Clock distribution:
Scale: 1.5 px per um.
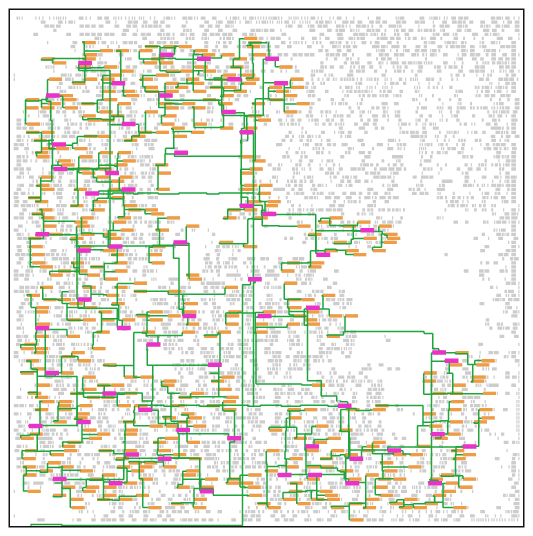
PDN straps and rails:
Scale: 1 px per um. Pins as bars on the die edge.
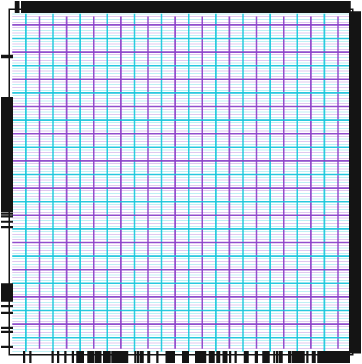
Track usage over the die:
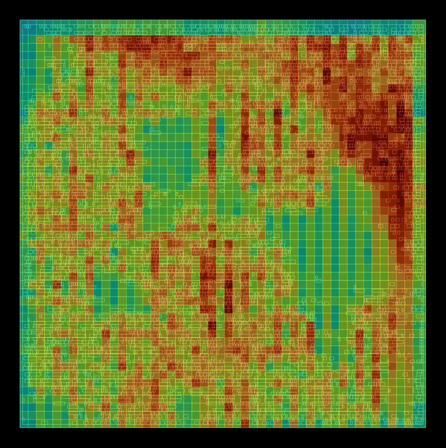
Cell classes on the final placement:
Scale: 1.5 px per um. Fill, decap, tap and diode cells in grey.
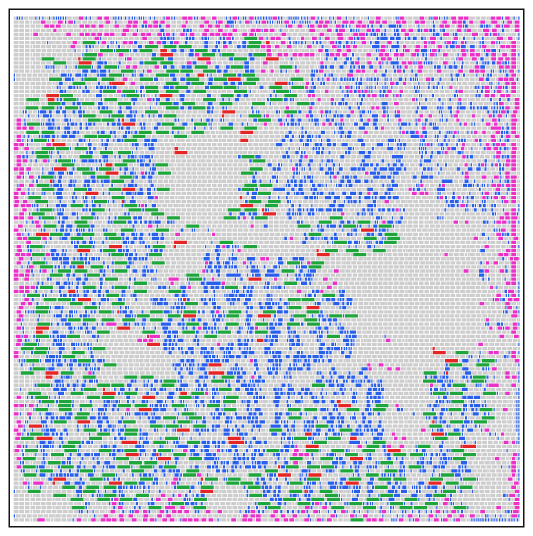
$ cat src/rtl/mq_traffic_gen.sv
// Multi-channel C2H traffic generator: NUM_CH packet streams round-robin arbitrated onto one AXI-Stream master.
// Optional build macro SEQ_STAMP_EN: payload bytes 14-15 carry a per-channel 16-bit packet sequence number.
module mq_traffic_gen #(
  parameter int          NUM_CH    = 4,
  parameter int          DATA_W    = 512,
  parameter int          MAX_FRAME = 4096,
  parameter int          CRD_W     = 16,
  parameter logic [47:0] DST_MAC   = 48'h02_00_00_00_00_01,
  parameter logic [47:0] SRC_MAC   = 48'h02_00_00_00_00_02,
  localparam int         BYTES     = DATA_W / 8,
  localparam int         QW        = (NUM_CH > 1) ? $clog2(NUM_CH) : 1
) (
  input  logic                 axi_aclk,
  input  logic                 axi_aresetn,
  input  logic                 start,
  input  logic                 stop,
  input  logic [NUM_CH-1:0]    ch_en,
  input  logic [NUM_CH*16-1:0] pkt_len,
  input  logic [NUM_CH*16-1:0] num_pkt,
  input  logic [NUM_CH*32-1:0] gap_cycles,
  input  logic                 credit_vld,
  input  logic [QW-1:0]        credit_qid,
  input  logic [CRD_W-1:0]     credit_in,
  output logic                 m_tvalid,
  input  logic                 m_tready,
  output logic [DATA_W-1:0]    m_tdata,
  output logic [BYTES-1:0]     m_tkeep,
  output logic                 m_tlast,
  output logic [QW-1:0]        m_tqid,
  output logic                 busy,
  output logic                 done,
  output logic [1:0]           dbg_state_o
);
  // AXIS handshake: a beat moves on a cycle where m_tvalid && m_tready; while m_tvalid is high
  // and m_tready is low, every m_t* output holds. A packet's beats are sent with no gaps.
  typedef enum logic [1:0] {IDLE = 2'd0, ARB = 2'd1, SEND = 2'd2} state_e;

  localparam logic [111:0] HDR = {DST_MAC, SRC_MAC, 16'h2121};

  state_e             state_q, state_d;
  logic [NUM_CH-1:0]  en_q;
  logic [15:0]        len_q    [NUM_CH];
  logic [31:0]        gap_q    [NUM_CH];
  logic [15:0]        rem_q    [NUM_CH];
  logic [31:0]        gcnt_q   [NUM_CH];
  logic [CRD_W-1:0]   credit_q [NUM_CH];
  logic [CRD_W-1:0]   credit_d [NUM_CH];
  logic [CRD_W:0]     csum     [NUM_CH];
  logic [QW-1:0]      last_q, cur_ch_q;
  logic [15:0]        cur_len_q, beat_q, n_beats;
  logic               stop_pend_q, done_q;
`ifdef SEQ_STAMP_EN
  logic [15:0]        seq_q [NUM_CH];
  logic [15:0]        cur_seq_q;
`endif

  logic [NUM_CH-1:0]  elig;
  logic               any_rem, grant_vld, take, done_set, start_acc, beat_acc, is_last;
  logic [QW-1:0]      grant_ch, cand;
  logic [31:0]        pos;

  function automatic logic [15:0] clamp_len(input logic [15:0] l);
    if (l < 16'd64) return 16'd64;
    if (32'(l) > 32'(MAX_FRAME)) return 16'(MAX_FRAME);
    return l;
  endfunction

  always_comb begin
    elig    = '0;
    any_rem = 1'b0;
    for (int c = 0; c < NUM_CH; c++) begin
      elig[c] = en_q[c] && (rem_q[c] != '0) && (credit_q[c] != '0) && (gcnt_q[c] >= gap_q[c]);
      any_rem = any_rem | (rem_q[c] != '0);
    end
  end

  // Round-robin: the search begins one past the last granted channel.
  always_comb begin
    grant_vld = 1'b0;
    grant_ch  = '0;
    cand      = '0;
    for (int i = 0; i < NUM_CH; i++) begin
      cand = QW'((int'(last_q) + 1 + i) % NUM_CH);
      if (!grant_vld && elig[cand]) begin
        grant_vld = 1'b1;
        grant_ch  = cand;
      end
    end
  end

  assign start_acc = (state_q == IDLE) && start;
  assign beat_acc  = m_tvalid && m_tready;
  assign n_beats   = 16'((32'(cur_len_q) + 32'(BYTES) - 32'd1) / 32'(BYTES));
  assign is_last   = (beat_q == n_beats - 16'd1);

  always_comb begin
    state_d  = state_q;
    take     = 1'b0;
    done_set = 1'b0;
    case (state_q)
      IDLE: if (start) state_d = ARB;
      ARB: begin
        if (stop || !any_rem) begin
          state_d  = IDLE;
          done_set = 1'b1;
        end else if (grant_vld) begin
          state_d = SEND;
          take    = 1'b1;
        end
      end
      SEND: begin
        if (beat_acc && is_last) begin
          if (!any_rem || stop_pend_q || stop) begin
            state_d  = IDLE;
            done_set = 1'b1;
          end else begin
            state_d = ARB;
          end
        end
      end
      default: state_d = IDLE;
    endcase
  end

  // Credit add and consume in the same cycle net out before saturating.
  always_comb begin
    for (int c = 0; c < NUM_CH; c++) begin
      csum[c] = {1'b0, credit_q[c]};
      if (credit_vld && (credit_qid == QW'(c))) csum[c] = csum[c] + {1'b0, credit_in};
      if (take && (grant_ch == QW'(c))) csum[c] = csum[c] - 1'b1;
      credit_d[c] = csum[c][CRD_W] ? '1 : csum[c][CRD_W-1:0];
    end
  end

  always_ff @(posedge axi_aclk or negedge axi_aresetn) begin
    if (!axi_aresetn) begin
      state_q     <= IDLE;
      en_q        <= '0;
      last_q      <= QW'(NUM_CH - 1);
      cur_ch_q    <= '0;
      cur_len_q   <= '0;
      beat_q      <= '0;
      stop_pend_q <= 1'b0;
      done_q      <= 1'b0;
      for (int c = 0; c < NUM_CH; c++) begin
        len_q[c]    <= '0;
        gap_q[c]    <= '0;
        rem_q[c]    <= '0;
        gcnt_q[c]   <= '0;
        credit_q[c] <= '0;
      end
    end else begin
      state_q <= state_d;
      if (start_acc) done_q <= 1'b0;
      else if (done_set) done_q <= 1'b1;
      if (state_q == IDLE) stop_pend_q <= 1'b0;
      else if (stop && (state_q == SEND)) stop_pend_q <= 1'b1;
      if (start_acc) begin
        en_q   <= ch_en;
        last_q <= QW'(NUM_CH - 1);
      end else if (take) begin
        last_q    <= grant_ch;
        cur_ch_q  <= grant_ch;
        cur_len_q <= len_q[grant_ch];
        beat_q    <= '0;
      end else if (beat_acc) begin
        beat_q <= beat_q + 16'd1;
      end
      for (int c = 0; c < NUM_CH; c++) begin
        credit_q[c] <= credit_d[c];
        if (start_acc) begin
          len_q[c]  <= clamp_len(pkt_len[16*c +: 16]);
          gap_q[c]  <= gap_cycles[32*c +: 32];
          rem_q[c]  <= ch_en[c] ? num_pkt[16*c +: 16] : 16'd0;
          gcnt_q[c] <= '1;
        end else if (take && (grant_ch == QW'(c))) begin
          rem_q[c]  <= rem_q[c] - 16'd1;
          gcnt_q[c] <= '0;
        end else if (gcnt_q[c] != '1) begin
          gcnt_q[c] <= gcnt_q[c] + 32'd1;
        end
      end
    end
  end

`ifdef SEQ_STAMP_EN
  always_ff @(posedge axi_aclk or negedge axi_aresetn) begin
    if (!axi_aresetn) begin
      cur_seq_q <= '0;
      for (int c = 0; c < NUM_CH; c++) seq_q[c] <= '0;
    end else if (start_acc) begin
      for (int c = 0; c < NUM_CH; c++) seq_q[c] <= '0;
    end else if (take) begin
      cur_seq_q       <= seq_q[grant_ch];
      seq_q[grant_ch] <= seq_q[grant_ch] + 16'd1;
    end
  end
`endif

  // Payload bytes are a pure function of (beat, byte lane, length), so they hold under backpressure.
  always_comb begin
    m_tdata = '0;
    m_tkeep = '0;
    pos     = '0;
    if (state_q == SEND) begin
      for (int k = 0; k < BYTES; k++) begin
        pos = 32'(beat_q) * 32'(BYTES) + 32'(k);
        if (pos < 32'(cur_len_q)) begin
          m_tkeep[k] = 1'b1;
          if (pos < 32'd14) begin
            m_tdata[8*k +: 8] = 8'(HDR >> (32'd8 * (32'd13 - pos)));
`ifdef SEQ_STAMP_EN
          end else if (pos == 32'd14) begin
            m_tdata[8*k +: 8] = cur_seq_q[7:0];
          end else if (pos == 32'd15) begin
            m_tdata[8*k +: 8] = cur_seq_q[15:8];
`endif
          end else if (pos == 32'(cur_len_q) - 32'd1) begin
            m_tdata[8*k +: 8] = 8'h0a;
          end else if (pos >= 32'(cur_len_q) - 32'd4) begin
            m_tdata[8*k +: 8] = 8'h21;
          end else begin
            m_tdata[8*k +: 8] = 8'h41;
          end
        end
      end
    end
  end

  assign m_tvalid    = (state_q == SEND);
  assign m_tlast     = (state_q == SEND) && is_last;
  assign m_tqid      = (state_q == SEND) ? cur_ch_q : '0;
  assign busy        = (state_q != IDLE);
  assign done        = done_q;
  assign dbg_state_o = state_q;

endmodule

$ cat config.mk
export PLATFORM = sky130hd
export DESIGN_NAME = mq_traffic_gen
export DESIGN_NICKNAME = d
export VERILOG_FILES = /design/src/rtl/mq_traffic_gen.sv
export SDC_FILE = /design/constraint.sdc
export NUM_CORES = 2
export LEC_CHECK = 0
export ABC_CLOCK_PERIOD_IN_PS = 7300
export CAP_MARGIN = 30
export CORE_AREA = 2 2 340 342
export DETAILED_ROUTE_END_ITERATION = 6
export DIE_AREA = 0 0 342 344
export PLACE_DENSITY = 0.54
export REMOVE_ABC_BUFFERS = 1
export SLEW_MARGIN = 25
export SYNTH_ARGS = -nofsm -noshare
export SYNTH_HDL_FRONTEND = slang
export SYNTH_SLANG_ARGS = --single-unit
export TNS_END_PERCENT = 10
$ cat constraint.sdc
create_clock -name axi_aclk -period 7.3 [get_ports axi_aclk]
set_input_delay 1.46 -clock axi_aclk [delete_from_list [all_inputs] [get_ports axi_aclk]]
set_output_delay 1.46 -clock axi_aclk [all_outputs]
set_load 0.02 [all_outputs]
==> results.sh <==
# flow metrics
export IMPL_critical_path_peak_fanout=9
export IMPL_grt_pass1_wl_um=229000
export IMPL_m1WireLength_um=67100
export IMPL_comb_power_mw=14.2
export IMPL_layout_top_cells="634 x clkdlybuf4s50_1, 511 x nand2_1, 490 x dfrtp_1"
export IMPL_end_kind="primary output"
export IMPL_critical_path_top_delay_family="AND-OR/OR-AND gates"
export IMPL_setup_viol=0
export IMPL_clock_net_power_mw=2.99
export IMPL_worstHoldPathCells=2
export IMPL_lay_top_count="clkdlybuf4s50_1"
export IMPL_post_synth_top_count_cell="nand2_1"
export IMPL_cts_repair_resized=21
export IMPL_floorplan_core_area_um2=114000
export IMPL_tightest_slew_ps=1080
export IMPL_worstReg2RegEnd="gcnt_q[77]"
export IMPL_vias_after_detailed_routing=36400
export IMPL_post_synth_num_cell_types=96
export IMPL_comb_area_share=0.475
export IMPL_synthesis_area_per_instance_um2=8.11
export IMPL_seq_cell_share=0.257
export IMPL_rsz0062_at_grt="yes"
export IMPL_max_slew_margin_rel=0.275
export IMPL_drive_above_1_share=0.0668
export IMPL_enable_flop_cells=0
export IMPL_finalCriticalPeriod_ps=7120
export IMPL_detail_route_iter0_violations=2937
export IMPL_critPathCapture="m_tdata[174]"
export IMPL_fin_worst_setup_slack_ps=177
export IMPL_yosys_area_share_adder=0.0829
export IMPL_clock_tree_area_fraction=0.0405
export IMPL_place_hpwl_um=124000
export IMPL_cpPeakStageDelay_ps=620
export IMPL_timing_critical_path_buf_inv=4
export IMPL_synth_area_leader_cell="dfrtp_1"
export IMPL_crit_type="register to primary output"
export IMPL_total_power_mw=21.9
export IMPL_std_cell_rows=124
export IMPL_tally_of_max_capacitance_violations=0
export IMPL_largest_registers="gap_q: 128 flops, gcnt_q: 128 flops"
export IMPL_comb_power_share=0.648
export IMPL_logic_family="simple AND/OR/NAND/NOR gates"
export IMPL_run_status="completed"
export IMPL_fin_cells=6826
export IMPL_crit_slowest_cell="clkdlybuf4s50_1"
export IMPL_nets=5803
export IMPL_power_per_cell_area_nw_per_um2=457
export IMPL_period_used=0.976
export IMPL_seq_cells=492
export IMPL_synthesis_area_um2=37900
export IMPL_fillerInstances=11600
export IMPL_synth_async_sr_flop_share=1.00
export IMPL_holdWs_ps=470
export IMPL_clock_group_share_of_total_power=0.137
export IMPL_hold_start="len_q[32]"
export IMPL_setup_total_negative_slack_ps=0
export IMPL_root_buffer_cell="clkbuf_16"
export IMPL_ctsHtreeMaxLevel=2
export IMPL_layout_non_clock_buffers=813
export IMPL_fmax_mhz=140
export IMPL_yosys_area_share_simple=0.219
export IMPL_ff2ff_setup_slack_ps=2260
export IMPL_die_w_um=342
export IMPL_clk_pin_slew_worst_paths_ps=60
export IMPL_yosys_most_used_dff="dfrtp_1"
export IMPL_holdCritPathClass="register to register"
export IMPL_yosysTopAreaCellShare=0.323
export IMPL_r2r_worst_path_cells=9
export IMPL_design_area_um2=47900
export IMPL_initial_antenna_violation_count=9
export IMPL_clock_sinks=492
export IMPL_syn_instance_count=4674
export IMPL_pin_count=868
export IMPL_crit_cells=20
export IMPL_dpl_cell_count=6714
export IMPL_placement_cell_area_um2=45600
export IMPL_p_switching_mw=11.2
export IMPL_yosys_chip_area_um2=37900
export IMPL_routed_wl_um=157000
export IMPL_crit_required_ps=5840
## Picture notes: 'clock distribution'
[clock drivers] magenta | count: 59
[flip-flops] orange | count: 492
[clock wires] green | length: 8030 um
flops lie: spread over the die

## Picture notes: 'PDN straps and rails'
[VDD] purple
[VSS] cyan
rows: 124
met1 rails: 125
met4 straps: 24
met5 straps: 24

## Picture notes: 'track usage over the die'
global routing met1 resource utilization: 0.337
global router's overall resource usage: 0.257
met2 Resource Use GR: 0.409
utilization of the core after routing: 0.420

## Picture notes: 'cell classes on the final placement'
[combinational and other logic] blue | cells: 3904
[clock drivers and dummy loads] red | cells: 104
[flops] green | cells: 492
[other buffers and delay cells] magenta | cells: 813

